## src/rtl/event_discriminator_if.sv

```systemverilog
// Sample stream into the discriminator and qualified-event results out of it.
// The discriminator is the master (drives the event side); the counter stage is the slave.
interface event_discriminator_if #(
    parameter int DATA_W = 16,
    parameter int CNT_W  = 16
);
    logic signed [DATA_W-1:0] DataIn;
    logic                     EventStrobe;
    logic                     RejectStrobe;
    logic signed [DATA_W-1:0] EventPeak;
    logic        [CNT_W-1:0]  EventWidth;
    logic                     Busy;

    modport master (
        input  DataIn,
        output EventStrobe, RejectStrobe, EventPeak, EventWidth, Busy
    );

    modport slave (
        output DataIn,
        input  EventStrobe, RejectStrobe, EventPeak, EventWidth, Busy
    );
endinterface

```

## src/rtl/event_discriminator.sv

```systemverilog
// Hysteresis threshold discriminator: qualifies pulses by minimum width, reports
// peak/width per event and enforces a dead time after each qualified event.
module event_discriminator #(
    parameter int DATA_W = 16,
    parameter int CNT_W  = 16
) (
    input  logic                     Clk,
    input  logic                     Reset,
    input  logic                     Enable,
    input  logic signed [DATA_W-1:0] ThreshHigh,
    input  logic signed [DATA_W-1:0] ThreshLow,
    input  logic        [CNT_W-1:0]  MinWidth,
    input  logic        [CNT_W-1:0]  HoldOff,
    event_discriminator_if.master    bus
);
    typedef enum logic [1:0] {ARMED, PULSE, HOLDOFF} state_t;

    localparam logic [CNT_W-1:0] CNT_ONE = CNT_W'(1);

    state_t                   state, state_n;
    logic signed [DATA_W-1:0] d_q;
    logic signed [DATA_W-1:0] peak, peak_n;
    logic signed [DATA_W-1:0] ev_peak, ev_peak_n;
    logic signed [DATA_W-1:0] release_lvl;
    logic        [CNT_W-1:0]  width, width_n;
    logic        [CNT_W-1:0]  hold, hold_n;
    logic        [CNT_W-1:0]  ev_width, ev_width_n;
    logic        [CNT_W-1:0]  min_eff;
    logic                     ev_q, ev_n;
    logic                     rj_q, rj_n;

    function automatic logic [CNT_W-1:0] sat_inc(input logic [CNT_W-1:0] v);
        return (v == '1) ? v : v + CNT_ONE;
    endfunction

    function automatic logic signed [DATA_W-1:0] smax(input logic signed [DATA_W-1:0] a,
                                                      input logic signed [DATA_W-1:0] b);
        return (a > b) ? a : b;
    endfunction

    // Inverted thresholds collapse to a single level rather than an unreachable release.
    assign release_lvl = (ThreshLow < ThreshHigh) ? ThreshLow : ThreshHigh;
    assign min_eff     = (MinWidth == '0) ? CNT_ONE : MinWidth;

    always_comb begin
        state_n    = state;
        width_n    = width;
        peak_n     = peak;
        hold_n     = hold;
        ev_peak_n  = ev_peak;
        ev_width_n = ev_width;
        ev_n       = 1'b0;
        rj_n       = 1'b0;
        if (!Enable) begin
            state_n = ARMED;
        end else begin
            case (state)
                ARMED: begin
                    if (d_q >= ThreshHigh) begin
                        state_n = PULSE;
                        width_n = CNT_ONE;
                        peak_n  = d_q;
                    end
                end
                PULSE: begin
                    if (d_q >= release_lvl) begin
                        width_n = sat_inc(width);
                        peak_n  = smax(peak, d_q);
                    end else if (width >= min_eff) begin
                        ev_n       = 1'b1;
                        ev_peak_n  = peak;
                        ev_width_n = width;
                        hold_n     = CNT_ONE;
                        state_n    = (HoldOff == '0) ? ARMED : HOLDOFF;
                    end else begin
                        rj_n    = 1'b1;
                        state_n = ARMED;
                    end
                end
                HOLDOFF: begin
                    // The strobe cycle is the first counted dead-time cycle.
                    if (hold >= HoldOff) state_n = ARMED;
                    else                 hold_n  = sat_inc(hold);
                end
                default: state_n = ARMED;
            endcase
        end
    end

    // Stage p0 -> p1: sample capture and FSM/result registers
    always_ff @(posedge Clk) begin
        if (Reset) begin
            state    <= ARMED;
            d_q      <= '0;
            width    <= '0;
            peak     <= '0;
            hold     <= '0;
            ev_peak  <= '0;
            ev_width <= '0;
            ev_q     <= 1'b0;
            rj_q     <= 1'b0;
        end else begin
            state    <= state_n;
            d_q      <= bus.DataIn;
            width    <= width_n;
            peak     <= peak_n;
            hold     <= hold_n;
            ev_peak  <= ev_peak_n;
            ev_width <= ev_width_n;
            ev_q     <= ev_n;
            rj_q     <= rj_n;
        end
    end

    assign bus.EventStrobe  = ev_q;
    assign bus.RejectStrobe = rj_q;
    assign bus.EventPeak    = ev_peak;
    assign bus.EventWidth   = ev_width;
    assign bus.Busy         = (state != ARMED);
endmodule

```

## src/flat_wrapper.sv

```systemverilog
// flat-port wrapper written by rule: the top's interface ports become plain ports
module event_discriminator_flat 
#(
    parameter int DATA_W = 16,
    parameter int CNT_W  = 16
)
  (Clk, Reset, Enable, ThreshHigh, ThreshLow, MinWidth, HoldOff, bus_DataIn, bus_EventStrobe, bus_RejectStrobe, bus_EventPeak, bus_EventWidth, bus_Busy);
  event_discriminator_if #(.DATA_W(DATA_W), .CNT_W(CNT_W)) bus_i ();
  input  logic Clk;
  input  logic Reset;
  input  logic Enable;
  input  logic signed [DATA_W-1:0] ThreshHigh;
  input  logic signed [DATA_W-1:0] ThreshLow;
  input  logic        [CNT_W-1:0] MinWidth;
  input  logic        [CNT_W-1:0] HoldOff;
  input wire logic [$bits(bus_i.DataIn)-1:0] bus_DataIn;
  output wire logic [$bits(bus_i.EventStrobe)-1:0] bus_EventStrobe;
  output wire logic [$bits(bus_i.RejectStrobe)-1:0] bus_RejectStrobe;
  output wire logic [$bits(bus_i.EventPeak)-1:0] bus_EventPeak;
  output wire logic [$bits(bus_i.EventWidth)-1:0] bus_EventWidth;
  output wire logic [$bits(bus_i.Busy)-1:0] bus_Busy;
  assign bus_i.DataIn = bus_DataIn;
  assign bus_EventStrobe = bus_i.EventStrobe;
  assign bus_RejectStrobe = bus_i.RejectStrobe;
  assign bus_EventPeak = bus_i.EventPeak;
  assign bus_EventWidth = bus_i.EventWidth;
  assign bus_Busy = bus_i.Busy;
  event_discriminator #(.DATA_W(DATA_W), .CNT_W(CNT_W)) u_core (.Clk(Clk), .Reset(Reset), .Enable(Enable), .ThreshHigh(ThreshHigh), .ThreshLow(ThreshLow), .MinWidth(MinWidth), .HoldOff(HoldOff), .bus(bus_i));
endmodule
```

## config.mk

```make
export PLATFORM = sky130hd
export DESIGN_NAME = event_discriminator_flat
export DESIGN_NICKNAME = d
export VERILOG_FILES = /design/src/rtl/event_discriminator_if.sv /design/src/rtl/event_discriminator.sv /design/src/flat_wrapper.sv
export SDC_FILE = /design/constraint.sdc
export NUM_CORES = 1
export LEC_CHECK = 0
export CAP_MARGIN = 10
export CORE_ASPECT_RATIO = 0.6
export CORE_MARGIN = 8
export CORE_UTILIZATION = 54
export DETAILED_ROUTE_END_ITERATION = 12
export PLACE_DENSITY = 0.86
export RECOVER_POWER = 25
export SETUP_SLACK_MARGIN = 0.15
export SLEW_MARGIN = 40
export SYNTH_ARGS = -nofsm -noshare
export SYNTH_HDL_FRONTEND = slang
export SYNTH_SLANG_ARGS = --single-unit
```

## constraint.sdc

```tcl
create_clock -name Clk -period 6.45 [get_ports Clk]
set_input_delay 1.29 -clock Clk [delete_from_list [all_inputs] [get_ports Clk]]
set_output_delay 1.29 -clock Clk [all_outputs]
set_load 0.01 [all_outputs]
```

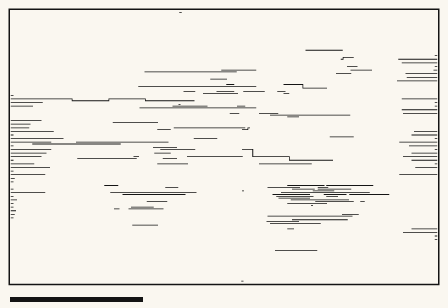
(run_1/met3.png)
Bar = 50 µm.
longest straight run: 44.2 µm
nets with wire on the layer: 125
main direction: horizontal
share of all routed wire: 8.4%
wire length on this layer: 1510 µm

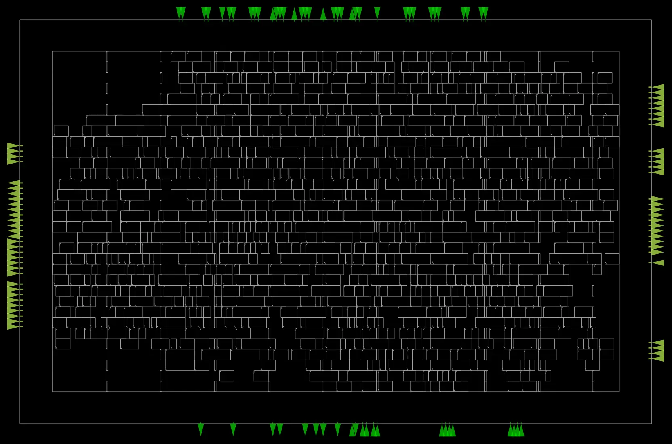
(run_1/final_placement.png)
number of placement rows: 32
sequential cell area share: 0.237
sequential cells: 100

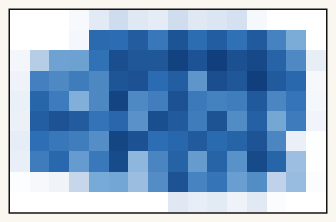
(run_1/density.png)
The die is cut into 16 by 10 equal tiles; white is low, dark blue is high, 0 to 100% covered.
tiles over 75% full: 33%
nearly empty tiles: 15%
mean over tiles: 49%
densest ninth of the die: center
emptiest ninth of the die: north-west

[run 1: how the worst max path moves through the flow]
stage          cells after the start  slack, ns                       end          start
2_1_floorplan                     23       1.08   u_core.bus.EventPeak[0]  ThreshHigh[9]
3_3_place_gp                      22       0.50   u_core.bus.EventPeak[1]  ThreshHigh[9]
3_5_place_dp                      22       0.30  u_core.bus.EventWidth[6]  ThreshHigh[9]
4_1_cts                           21       0.62           u_core.hold[14]  ThreshHigh[9]
5_1_grt                           22       0.27  u_core.bus.EventPeak[14]  ThreshHigh[9]
6_report                          22       0.56  u_core.bus.EventWidth[6]  ThreshHigh[9]
[run 1: kinds of logic after synthesis]
| family | after synthesis |
|---|---|
| AND-OR/OR-AND | 152 |
| XOR/XNOR | 1 |
| adder cells (fa/ha/maj) | 100 |
| buffers and inverters | 109 |
| flip-flops | 100 |
| multiplexers | 65 |
| AND/OR/NAND/NOR | 276 |
[run 1: registers in the layout (all words and copies together), names as in the netlist]
signal	cells
u_core.peak	16
u_core.bus.EventStrobe	1
u_core.bus.EventWidth	16
u_core.width	16
u_core.hold	16
u_core.state	2
u_core.d_q	16
u_core.bus.EventPeak	16
u_core.bus.RejectStrobe	1
[run 1: layout by cell type (no fill, tap or decap), types with 3 or more instances in the layout]
master                            instances
sky130_fd_sc_hd__ha_1                   100
sky130_fd_sc_hd__dfxtp_1                100
sky130_fd_sc_hd__clkdlybuf4s50_1         99
sky130_fd_sc_hd__nand2_1                 77
sky130_fd_sc_hd__inv_1                   75
sky130_fd_sc_hd__mux2i_1                 63
sky130_fd_sc_hd__nor2_1                  59
sky130_fd_sc_hd__a21oi_1                 37
sky130_fd_sc_hd__o21ai_0                 31
sky130_fd_sc_hd__nor3_1                  24
sky130_fd_sc_hd__nor2b_1                 22
sky130_fd_sc_hd__nand4_1                 22
sky130_fd_sc_hd__a32o_1                  20
sky130_fd_sc_hd__nand3_1                 18
sky130_fd_sc_hd__dlygate4sd3_1           17
sky130_fd_sc_hd__nor4_1                  16
sky130_fd_sc_hd__a21o_1                  12
sky130_fd_sc_hd__buf_4                   10
sky130_fd_sc_hd__and3_1                   9
sky130_fd_sc_hd__clkbuf_16                9
sky130_fd_sc_hd__nand2b_1                 7
sky130_fd_sc_hd__a31oi_1                  7
sky130_fd_sc_hd__a211oi_1                 7
sky130_fd_sc_hd__o211ai_1                 6
sky130_fd_sc_hd__o21a_1                   5
sky130_fd_sc_hd__o31ai_1                  4
sky130_fd_sc_hd__a41oi_1                  3
sky130_fd_sc_hd__and2_1                   3
sky130_fd_sc_hd__inv_6                    3
[run 1: power groups by stage]
stage	logic [mW]	registers, mW	clock network (mW)
6_report	0.314	0.644	0.532
5_1_grt	0.346	0.647	0.568
4_1_cts	0.311	0.644	0.541
3_5_place_dp	0.308	0.658	0
3_3_place_gp	0.298	0.658	0
2_1_floorplan	0.196	0.654	0
[run 1: per-layer routing]
layer	track usage	wire length, µm	vias up
li1	-	-	3132
met1	0.300	8780	2906
met2	0.338	7660	239
met3	0.0538	1510	12
met4	0.0389	137	0
met5	0	0	-
==> flow_results.org, run 1 <==
#+TITLE: Flow metrics

** Worst setup path
- Crit-path cells :: clkdlybuf4s50_1, inv_1, ha_1, a21o_1, a21oi_1, nor2b_1, o21ai_0, nand2b_1, a211oi_1, o22a_1, buf_4, mux2_2, ha_1, nand4_1, o41ai_2, or3b_1, or4_4, nand2_2, and3_2, buf_12, mux2i_1, nor2_1
- Peak per-stage delay on the critical path :: roughly 0.48 ns
- Of all nets on the critical path, the largest fanout is 24.
- CP Class :: in -> reg
- Register-to-Register Setup Slack :: approximately 3.3 ns
- Critical path launch point type :: primary input
- The worst register-to-register path begins at u_core.state[1].
- Crit path buffers/inverters :: 4
- Critical Path RT :: roughly 6.6 ns
- CP max stage cell :: sky130_fd_sc_hd__clkdlybuf4s50_1
- Depth of the worst register-to-register path :: 10
- Critical path arrival :: about 6 ns
- For the worst reg-to-reg path, the endpoint reported by OpenROAD is u_core.bus.EventWidth[6].

** Status
- The checks that failed: max-capacitance violations, max-slew violations.
- Status :: finished with violations

** Yosys
- Count of state elements after synthesis :: roughly 100
- The commonest register cell is sky130_fd_sc_hd__dfxtp_1.
- EDFF count, synth :: 0
- Per the synthesis report, the simple-gate share of the synthesized area is 0.201.
- Of the post-synthesis cell area, the part taken by muxes is 0.0959.
- Cell taking the most area after synthesis :: sky130_fd_sc_hd__dfxtp_1
- Gate count of the mapped netlist :: 803
- The stat command in Yosys gives a chip area of 6850 µm².
- Of the post-synthesis cell area, the dominant cell type holds 0.292.
- Per the Yosys statistics, synthesis produced 803 cells.
- Synth top cells by count :: sky130_fd_sc_hd__dfxtp_1, sky130_fd_sc_hd__ha_1, sky130_fd_sc_hd__nand2_1
- Count of warnings emitted by yosys :: 0
- Yosys reported that registers with async set or reset make up 0.
- XOR Share, Synth :: 0.00128
- In this run, the synthesized area fraction spent on AND-OR/OR-AND gates is recorded as 0.158.
- Area of the mapped netlist :: 6850 µm²
- Post-Syn Nets :: about 1000
- The share of the Yosys chip area taken by registers is 0.292.
- Main combinational cell family by area after synthesis :: simple AND/OR/NAND/NOR gates

** Place
- Area of placed instances :: about 8200 µm²
- In this run the tool buffered the top-level ports with ~120 buffer cells.
- Last weighted congestion value of the routability-driven placer :: slightly below 0.9
- According to the dpl log, the detail-placed design has an HPWL of approximately 14000 µm.
- The number of placed instances, taps included, is around 1100.
- Worst slack after detailed placement :: 0.300 ns

** Finish
- Per the run report, area growth between synthesis and finish was 23.3%.
- The final layout report lists a clock buffer count of 9.
- Fillers :: 1036
- The layout report lists the combined flip-flop and latch area as around 2000 µm².
- Post-layout nets :: 1095
- Share of layout cells above drive strength 1 :: 0.0556
- The fraction of final cell area spent on non-clock buffers in this run is 0.150.
- The final layout report lists a non-clock inverter count of between 70 and 80.
- In the final layout, the multi-input gates occupy roughly 4400 µm².
- Total of plain and repair buffers excluding clock buffers :: 130
- Per the final report, the share of cell area in clock cells is 0.0345.
- Diodes inserted :: 0
- Non-filler cells in the finished layout :: 1087
- The final report gives the standard cell area, fillers excluded, as 8450 µm².
- Per the area breakdown, the dominant cell category is combinational gates.

** Route
- Vias per cell :: approximately 5.8
- In this run the remaining antenna-violating nets after routing total 0.
- The routed layout reports a DRC error count of 0.
- The final route contains about 6300 vias.
- Detail-routed net length per standard cell :: 16.6 µm
- Summed over all layers, the routed wires come to between 15000 and 20000 µm.
- Per the log, the first TritonRoute iteration ended with a DRC count of 537.
- The first detailed-routing pass ran for 5 iterations.

** Worst hold path
- The most critical min-delay path falls under reg -> reg.
- In the hold timing report, the worst path depth is 2.
- Looking at hold timing, the worst path starts from u_core.peak[13].
- Hold Path Sink :: u_core.peak[13]

** GRT
- Sum of overflow across all layers after global routing :: 0
- Summed over all routing layers, the global router reports a total usage of 0.216.
- First-pass GRT wire length :: slightly below 30000 µm
- The via count of the first global-routing pass came to between 5000 and 6000.
- Largest net degree at the start of global routing :: roughly 55
- The initial antenna violation count came to 0.

** Power
- Combinational power share :: 0.211
- The power report lists cell-internal power as 1.05 mW.
- In this run the static leakage power is roughly 3.6 nW.
- Sequential share of power :: 0.432
- Switching part of the total power :: 0.294
- Total power draw :: about 1.5 mW
- Total power per unit cell area :: around 180 nW/µm²
- For this design the total switching power over the nets is around 0.44 mW.

** Final timing
- Final setup violation count :: 0
- Worst slack on hold paths :: between 0.4 and 0.5 ns
- Max_slew headroom :: -0.339
- Across the routed clock network, the largest skew measured is ~0.0080 ns.
- Final worst slack :: 0.560 ns
- The final max-slew violation count recorded for this run is between 80 and 90.
- The highest clock rate this design can be run at is ~170 MHz.

** Floorplanning
- Area of the core :: around 13000 µm²
- Top-level I/O count :: 118
- For this floorplan the total number of well-tap instances is 170.
- Die span in x :: 161 µm
- Overall die height :: roughly 100 µm

** Clock network
- Per the TritonCTS log, the buffer count is 9.
- Post-CTS repair changed the size of 0 cells.
- Root Driver :: sky130_fd_sc_hd__clkbuf_16
- At the later pin of the worst-skew pair, clock insertion delay measures 0.35 ns.
- Worst-path clk slew :: about 0.070 ns
- Clock tree synthesis found a total of 100 sinks.
- Post-CTS Hold Buffers :: 0
- Maximum count of clock buffers along a single path :: 2
- TritonCTS built the clock tree.

** Job
- Number of max-capacitance violations reported :: 2
- Tool warnings :: 28
==> run_1/met2.png <==
Bar = 50 µm.
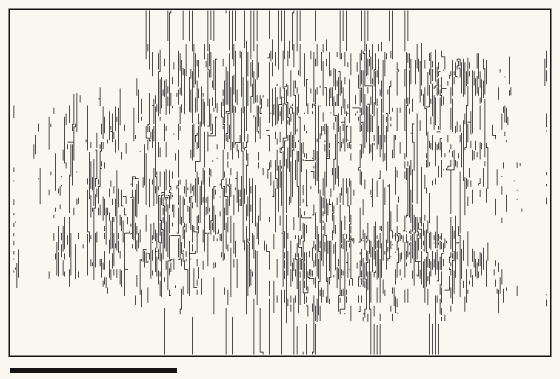

==> run 2: changes to the inputs <==
- PLACE_DENSITY: 0.86 -> 0.8
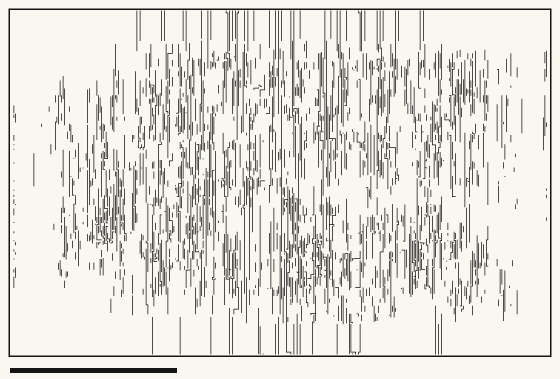
(run_2/met2.png)
Bar = 50 µm.
nets with wire on the layer: 908
wire length on this layer: 7360 µm
share of all routed wire: 41%
main direction: vertical

==> run 2 against run 1 <==
Effect of this change: the run still ends with max-capacitance violations, max-slew violations left; count of clock-buffer cells in the layout stayed put; clock skew is 0.0053 ns higher; synthesized cell count stayed put; combinational power hardly changed; maximum frequency is 2.0% lower; worst hold slack worse by 0.0023 ns; first-iteration DRC count is 20% lower.
==> flow_results.org, run 2 <==
#+TITLE: Flow metrics

** Status
- The run finished, with violations left.
- The checks that failed: max-capacitance violations, max-slew violations.

** Floorplanning
- The floorplan step records an initial core utilization of 0.543.
- Overall die height :: 103 µm (unchanged)
- The width of the die is 161 µm (unchanged).
- Overall die area :: roughly 17000 µm²
- The core box area came to 12600 µm² (unchanged).
- The I/O pin count is 118 (unchanged).
- Number of placement rows :: 32 (unchanged)

** Route
- Detailed-routing iteration count for the pre-antenna-repair pass :: 5 (unchanged)
- Final routed DRC violation total :: 0 (unchanged)
- Per the detail_route log, the uppermost layer with routed signals is met4.
- The detailed-routed wire length on met3 was 1220 µm (-20%).
- The total wirelength of the detailed-routed design came to 17900 µm (-1.2%).
- The remaining antenna violation count after routing came to 0 (unchanged).
- The iteration-0 DRC count of the detailed router is 432 (-20%).
- Metal1 wirelength :: 9180 µm (+4.5%)
- Detail-routed net length per standard cell :: 16.4 µm (-1.2%)
- Vias per cell :: 5.76 (-0.45%)
- Routed vias :: 6261 (-0.45%)
- Routed wl met2 :: 7360 µm (-3.9%)

** GRT
- The leftover overflow at the end of global routing is 0 (unchanged).
- The total global-route track usage was 0.213 (-0.00340).
- Largest net degree at the start of global routing :: 83 (+51%)
- The via count of the first global-routing pass came to 5855 (-1.8%).
- The wire length of the first global-routing pass was 29300 µm (-1.1%).
- Number of antenna violations at the first check in global routing :: 0 (unchanged)

** Place
- The global placement routability congestion was 0.844 (-3.2%).
- Number of buffers added on ports :: 117 (unchanged)
- The half-perimeter wire length after placement was 13800 µm (-1.7%).

** Final timing
- Tightest Pin Transition :: approximately 3.8 ns
- The clock skew after layout came to 0.0134 ns (+0.00532 ns).
- After routing, the total negative slack on setup checks comes to 0 ns.
- Setup repair after global routing missed its margin :: false
- Max Clk Rate :: 166 MHz (-2.0%)
- The final timing summary puts the cycle share of the worst path at 0.931.
- Final setup violation count :: 0 (unchanged)
- The final number of max-transition violations came to 83 (-2.4%).
- Max_slew headroom :: -1.56 (-1.22)
- The final hold violation count recorded for this run is 0.
- Clock period minus worst slack :: around 6 ns
- The worst hold margin is 0.483 ns (-0.00227 ns).

** Worst setup path
- Top fanout value on the critical path :: 12 (-50%)
- CP Class :: in -> reg
- The data required time at the worst endpoint came to 6.49 ns (-0.13 ns).
- Per the STA report, the cell with the highest stage delay on the worst path is sky130_fd_sc_hd__clkdlybuf4s50_1.
- STA classifies the critical path startpoint as a primary input.
- Endpoint kind of the worst setup timing path :: flip-flop
- The endpoint arrival time on the critical path came to 6.05 ns (about the same).
- The largest stage delay on the critical path came to 0.49 ns (about the same).
- Crit-path cells :: clkdlybuf4s50_1, inv_1, ha_1, a21o_1, a21oi_1, nor2b_1, o21ai_0, nand2b_1, a211oi_1, o22a_1, buf_4, mux2_2, ha_1, nand4_1, o41ai_2, or3b_1, or4_4, nand2_2, a21o_1, and3_1, a211oi_1

** Clock network
- The number of setup buffers added after CTS is 0.
- Root Driver :: sky130_fd_sc_hd__clkbuf_16
- Number of buffers created by CTS :: 9 (unchanged)
- The CTS sink count came to 100 (unchanged).
- The number of buffers inserted by hold repair at cts came to 0 (unchanged).
- Post-cts gate resize count :: 0 (unchanged)
- Maximum count of clock buffers along a single path :: 2 (unchanged)
- The insertion delay at the late pin of the worst-skew pair was 0.35 ns (about the same).
- Maximum level of the CTS H-tree :: 3
- CTS tree :: done
- The clock input transition at the sequential cells of the worst setup and hold paths was 0.08 ns (about the same).

** Job
- The number of OpenROAD warnings came to 28 (unchanged).
- Number of max-capacitance violations reported :: 1 (-1)

** Power
- The leakage power summed over all cells is 3.60 nW (+0.23%).
- Total power per unit cell area :: 178 nW/µm² (+0.86%)
- VDD IR-drop max :: roughly 0.13 mV

** Yosys
- The total nets after synthesis was 986 (unchanged).
- A synthesized cell averages around 8.5 µm².
- The area reported by Yosys stat is 6850 µm² (unchanged).
- The post-synthesis instance area was 6850 µm² (unchanged).
- The share of the synthesized area in the top cell type came to 0.292 (unchanged).
- In the post-synthesis netlist, the biggest area contributors are sky130_fd_sc_hd__dfxtp_1, sky130_fd_sc_hd__ha_1, sky130_fd_sc_hd__mux2i_1.
- The warning count from the yosys run is 0 (unchanged).
- Gate count of the mapped netlist :: 803 (unchanged)
- The biggest area contributor in the post-synthesis netlist is sky130_fd_sc_hd__dfxtp_1.
- The total cells reported by yosys after synthesis is 803 (unchanged).
- In this run, distinct cell masters in the synthesized netlist total between 60 and 70.
- The flip-flop and latch count after synthesis is 100 (unchanged).
- The part of the Yosys area used for sequential elements came to 0.292 (unchanged).
- Among all flip-flop cells after synthesis, the most frequent one is sky130_fd_sc_hd__dfxtp_1.
- The post-synth tally of flip-flops with integrated enable came to 0 (unchanged).
- Async S/R FF share, synth :: 0 (unchanged)
- Synth top cells by count :: sky130_fd_sc_hd__dfxtp_1, sky130_fd_sc_hd__ha_1, sky130_fd_sc_hd__nand2_1

** Finish
- The top cell types in the final layout, fill and taps aside, are sky130_fd_sc_hd__ha_1, sky130_fd_sc_hd__dfxtp_1, sky130_fd_sc_hd__clkdlybuf4s50_1.
- The number of nets in the finished design is 1095 (unchanged).
- The share of cells above drive strength 1 was 0.0567 (+0.00109).
- The number of antenna cells inserted came to 0 (unchanged).
- Between the synthesized netlist and the finished layout, the area growth was recorded as 23.6%.

** Worst hold path
- Hold/Removal Path Class :: reg -> reg
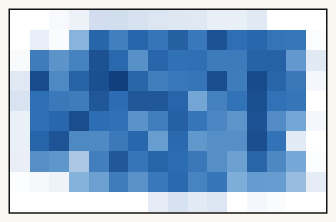
(run_2/density.png)
The die is cut into 16 by 10 equal tiles; white is low, dark blue is high, 0 to 100% covered.
fullest tile: 94%
tiles over 75% full: 24%
emptiest ninth of the die: south-west
densest ninth of the die: center
mean over tiles: 50%

[run 2: cell families (layout without fill, tap and decap cells)]
| logic type | count (synthesis) | in the layout | share of synthesized area |
|---|---|---|---|
| buf+inv | 109 | 223 | 0.0683 |
| xor+xnor | 1 | 1 | 0.00128 |
| compound gates | 152 | 152 | 0.158 |
| mux | 65 | 65 | 0.0959 |
| fa+ha+maj | 100 | 100 | 0.183 |
| simple gates | 276 | 276 | 0.201 |
| flops | 100 | 100 | 0.292 |
[run 2: routing by layer]
metal  vias up  track usage
li1       3136            -
met1      2903        0.314
met2       210        0.313
met3        12       0.0470
met4         0       0.0368
met5         -            0
[run 2: worst paths after layout]
kind	start	to	slack [ns]	cells past startpoint
worst max-delay path	ThreshHigh[9]	u_core.hold[0]	0.44	21
worst min-delay path	u_core.peak[6]	u_core.peak[6]	0.48	2
worst max register to register	u_core.hold[13]	u_core.hold[0]	3.13	9
worst min register to register	u_core.peak[6]	u_core.peak[6]	0.48	2
[run 2: power breakdown]
part | switching, mW | internal, mW | total [mW] | leakage (nW)
clock | 0.272 | 0.277 | 0.549 | 0.150
combinational | 0.162 | 0.151 | 0.313 | 2.64
sequential | 0.0150 | 0.630 | 0.645 | 0.811
[run 2: metrics by stage]
| stage | std cells | utilization | total power [mW] | cell area (µm²) | setup WS [ns] |
|---|---|---|---|---|---|
| global placement | 1071 | 0.647 | 0.959 | 8160 | 0.454 |
| global route | 1087 | 0.671 | 1.57 | 8470 | 0.112 |
| floorplan | 803 | - | 0.850 | 6850 | 1.08 |
| detailed placement | 1071 | 0.648 | 0.967 | 8170 | 0.289 |
| CTS | 1087 | 0.672 | 1.51 | 8470 | 0.606 |
| finish | 1087 | 0.671 | 1.51 | 8470 | 0.442 |
[run 2: worst max-delay path, delay by kind of cell]
kind	cells	cell delay, ns
buffers and inverters	3	0.80
adder cells (fa/ha/maj)	2	0.58
AND-OR/OR-AND	8	1.36
multiplexers	1	0.36
AND/OR/NAND/NOR	7	1.64
[run 2: area by class of cell]
class | instances | area [µm²]
tap | 170 | 213
sequential | 100 | 2000
clock inverter | 7 | 81.3
multi-input combinational | 594 | 4380
fill | 1066 | 4150
timing repair buffer | 130 | 1270
inverter | 77 | 292
clock buffer | 9 | 225
==> run_2/cell_classes.png <==
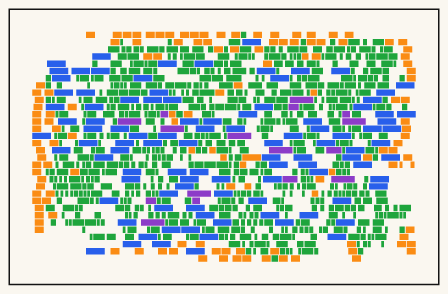

==> run 3: changes to the inputs <==
- PLACE_DENSITY: 0.8 -> 0.81
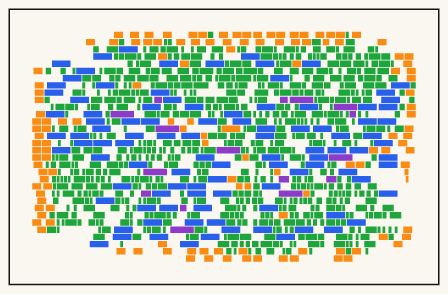
(run_3/cell_classes.png)
[purple] clock drivers and dummy loads | cells: 16 | share of their area: 3.5%
[green] all other logic | cells: 671 | share of their area: 57%
[blue] flip-flops | cells: 100 | share of their area: 24%
[orange] other buffers and delay cells | cells: 130 | share of their area: 15%

==> run 3 against run 2 <==
Effect of this change: the run still ends with max-capacitance violations, max-slew violations left; synthesized cell count stayed put; total power down 0.81%; area after synthesis is the same; clock power is 2% lower; setup slack improved by 0.076 ns; clock skew decreased by 0.0039 ns; register-to-register slack barely moved; first-iteration DRC count grew 42%.
==> flow_results.org, run 3 <==
#+TITLE: Flow metrics

** Status
- The run finished, with violations left.
- The final reports fail on max-capacitance violations, max-slew violations.

** Power
- The leakage power summed over all cells came to 3.59 nW (-0.30%).
- Total power per unit cell area :: 177 nW/µm² (-0.64%)
- The largest voltage drop on the vdd net is 0.130 mV (-0.96%).
- The total power of the final layout came to 1.49 mW (-0.81%).

** Route
- Detail-routed net length per standard cell :: 16.2 µm (-1.7%)
- Final Routed Wirelength :: 17600 µm (-1.7%)
- The total DRC errors in the routed layout is 0 (unchanged).
- Detailed-routing iteration count for the pre-antenna-repair pass :: 5 (unchanged)
- The ratio of routed vias to standard cells was 5.65 (-1.9%).
- The iteration-0 DRC count of the detailed router was 614 (+42%).
- The total via count in the routed design is 6141 (-1.9%).

** Floorplanning
- Area of the core :: 12600 µm² (unchanged)
- The standard-cell row count came to 32 (unchanged).
- The total die area came to 16700 µm² (unchanged).
- Overall die height :: 103 µm (unchanged)
- The initial standard-cell utilization of the core is 0.543 (unchanged).
- Die span in x :: 161 µm (unchanged)

** Yosys
- Post-Syn Nets :: 986 (unchanged)
- Number of distinct library cell variants in the gate-level netlist after synthesis :: 64 (unchanged)
- The biggest area contributor in the post-synthesis netlist is sky130_fd_sc_hd__dfxtp_1.
- The area reported by Yosys stat came to 6850 µm² (unchanged).
- The most used flip-flop cell after synthesis is sky130_fd_sc_hd__dfxtp_1.
- Mean Syn Cell Area :: 8.53 µm² (unchanged)
- After synthesis, the cell types taking the most area are sky130_fd_sc_hd__dfxtp_1, sky130_fd_sc_hd__ha_1, sky130_fd_sc_hd__mux2i_1.
- Total cells reported by yosys after synthesis :: 803 (unchanged)
- Synth top cells by count :: sky130_fd_sc_hd__dfxtp_1, sky130_fd_sc_hd__ha_1, sky130_fd_sc_hd__nand2_1
- Register share after synthesis :: 0.292 (unchanged)
- The post-synthesis instance area is 6850 µm² (unchanged).
- Area share of the largest cell type after synthesis :: 0.292 (unchanged)
- The async set-or-reset flop fraction in the synthesized netlist was 0 (unchanged).
- The post-synth tally of flip-flops with integrated enable came to 0 (unchanged).
- Gate count of the mapped netlist :: 803 (unchanged)
- Count of warnings emitted by yosys :: 0 (unchanged)
- Count of state elements after synthesis :: 100 (unchanged)

** Finish
- The number of cells in the finished layout apart from fillers is 1087 (unchanged).
- Growth of design area from synthesis to finish :: 23.4%
- The number of antenna cells inserted was 0 (unchanged).
- The final instance area is 8450 µm² (-0.18%).
- Post-layout nets :: 1095 (unchanged)
- Share of layout cells above drive strength 1 :: 0.0567 (unchanged)

** Clock network
- The deepest level of the CTS H-tree is 3 (unchanged).
- Number of buffers created by CTS :: 9 (unchanged)
- The number of setup buffers added after CTS was 0 (unchanged).
- The insertion delay at the late pin of the worst-skew pair came to 0.35 ns (about the same).
- Post-CTS Hold Buffers :: 0 (unchanged)
- Post-cts gate resize count :: 0 (unchanged)
- TritonCTS built the clock tree.
- Root Driver :: sky130_fd_sc_hd__clkbuf_16

** Final timing
- The transition time at the pin with the least slew margin is 3.89 ns (+0.0510 ns).
- Setup repair after global routing left no endpoint under its margin.
- Max_slew headroom :: -1.59 (-0.0340)
- Final setup violation count :: 0 (unchanged)
- The post-layout period usage of the worst path was 0.920 (-0.0117).
- Summed negative setup slack over all endpoints :: 0 ns (unchanged)
- Clock period minus worst slack :: 5.93 ns (-0.0755 ns)
- The clock skew after layout came to 0.00950 ns (-0.00386 ns).
- Max Clk Rate :: 169 MHz (+1.3%)
- The final hold violation count is 0 (unchanged).
- Worst slack on hold paths :: 0.484 ns (+0.00132 ns)
- Final worst slack :: 0.517 ns (+0.0755 ns)
- The final number of max-transition violations is 83 (unchanged).

** GRT
- Sum of overflow across all layers after global routing :: 0 (unchanged)
- Via count of the first global-routing pass :: 5649 (-3.5%)
- GRT Total Usage :: 0.206 (-0.00694)
- First-pass GRT wire length :: 28400 µm (-3.0%)
- The initial antenna violation count came to 0 (unchanged).
- The largest net degree at the start of global routing came to 83 (unchanged).

** Worst hold path
- Hold/Removal Path Class :: reg -> reg
- In this run the most critical hold path is launched from u_core.peak[13].

** Worst setup path
- The worst setup path is captured at a flip-flop.
- R2R Path Start :: u_core.hold[13]
- The endpoint arrival time on the critical path is 5.97 ns (-0.08 ns).
- The slowest stage of the critical path belongs to the cell sky130_fd_sc_hd__clkdlybuf4s50_1.
- CP Class :: in -> reg
- The highest net fanout along the worst path was 16 (+4).
- The data required time at the worst endpoint is 6.49 ns (about the same).
- The largest stage delay on the critical path is 0.49 ns (about the same).
- OpenSTA lists the critical path startpoint as ThreshHigh[9].
- STA classifies the critical path startpoint as a primary input.

** Place
- The half-perimeter wire length after placement was 13600 µm (-1.5%).
- Number of buffers added on ports :: 117 (unchanged)
- Area of placed instances :: 8170 µm² (unchanged)
- Cell count after placement :: 1071 (unchanged)
- Worst slack after detailed placement :: 0.368 ns (+0.0791 ns)
- Last weighted congestion value of the routability-driven placer :: 0.860 (+1.9%)

** Job
- The number of OpenROAD warnings was 28 (unchanged).
- The number of max-cap violations came to 1 (unchanged).
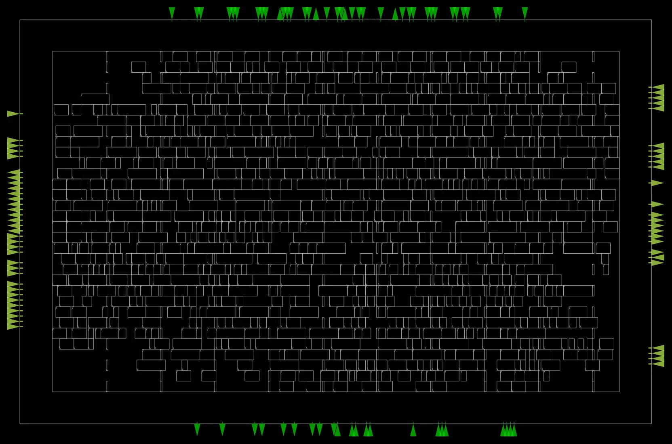
(run_3/final_placement.png)
final cell utilization of the core: 0.670
sequential cell area share: 0.237

run 3: layer usage:
layer,share of wire,track usage
met1,0.53,0.320
met2,0.40,0.285
met3,0.062,0.0415
met4,0.0059,0.0326
met5,0,0
run 3: layout make-up:
type,count,area (µm²)
Clock buffer,9,225
Fill cell,1049,4160
Multi-Input combinational cell,594,4380
Timing Repair Buffer,130,1270
Sequential cell,100,2000
Inverter,77,292
Tap cell,170,213
Clock inverter,7,66.3
run 3: cell families (layout without fill, tap and decap cells):
family          Yosys count  after routing  synth area share
simple gates            276            276             0.201
buf+inv                 109            223            0.0683
fa+ha+maj               100            100             0.183
mux                      65             65            0.0959
compound gates          152            152             0.158
flops                   100            100             0.292
xor+xnor                  1              1           0.00128
run 3: report_power, final:
group	total, mW	internal (mW)	switching, mW
clock network	0.538	0.272	0.266
registers	0.645	0.630	0.0151
logic	0.311	0.150	0.161
total	1.49	1.05	0.442
run 3: final timing paths:
check	endpoint	slack, ns	cells past startpoint
setup / recovery	u_core.hold[0]	0.52	21
hold reg to reg	u_core.peak[13]	0.48	2
hold / removal	u_core.peak[13]	0.48	2
setup reg to reg	u_core.hold[0]	3.12	9
run 3: worst max-delay path: cells and delay by family:
family                     cells  cell delay, ns
muxes                          1            0.38
and+or+nand+nor                7            1.62
adders and majority gates      2            0.58
buffers and inverters          3            0.84
AOI/OAI and AO/OA              8            1.26
No activity file was given, so power comes from the tool's default toggle rates.
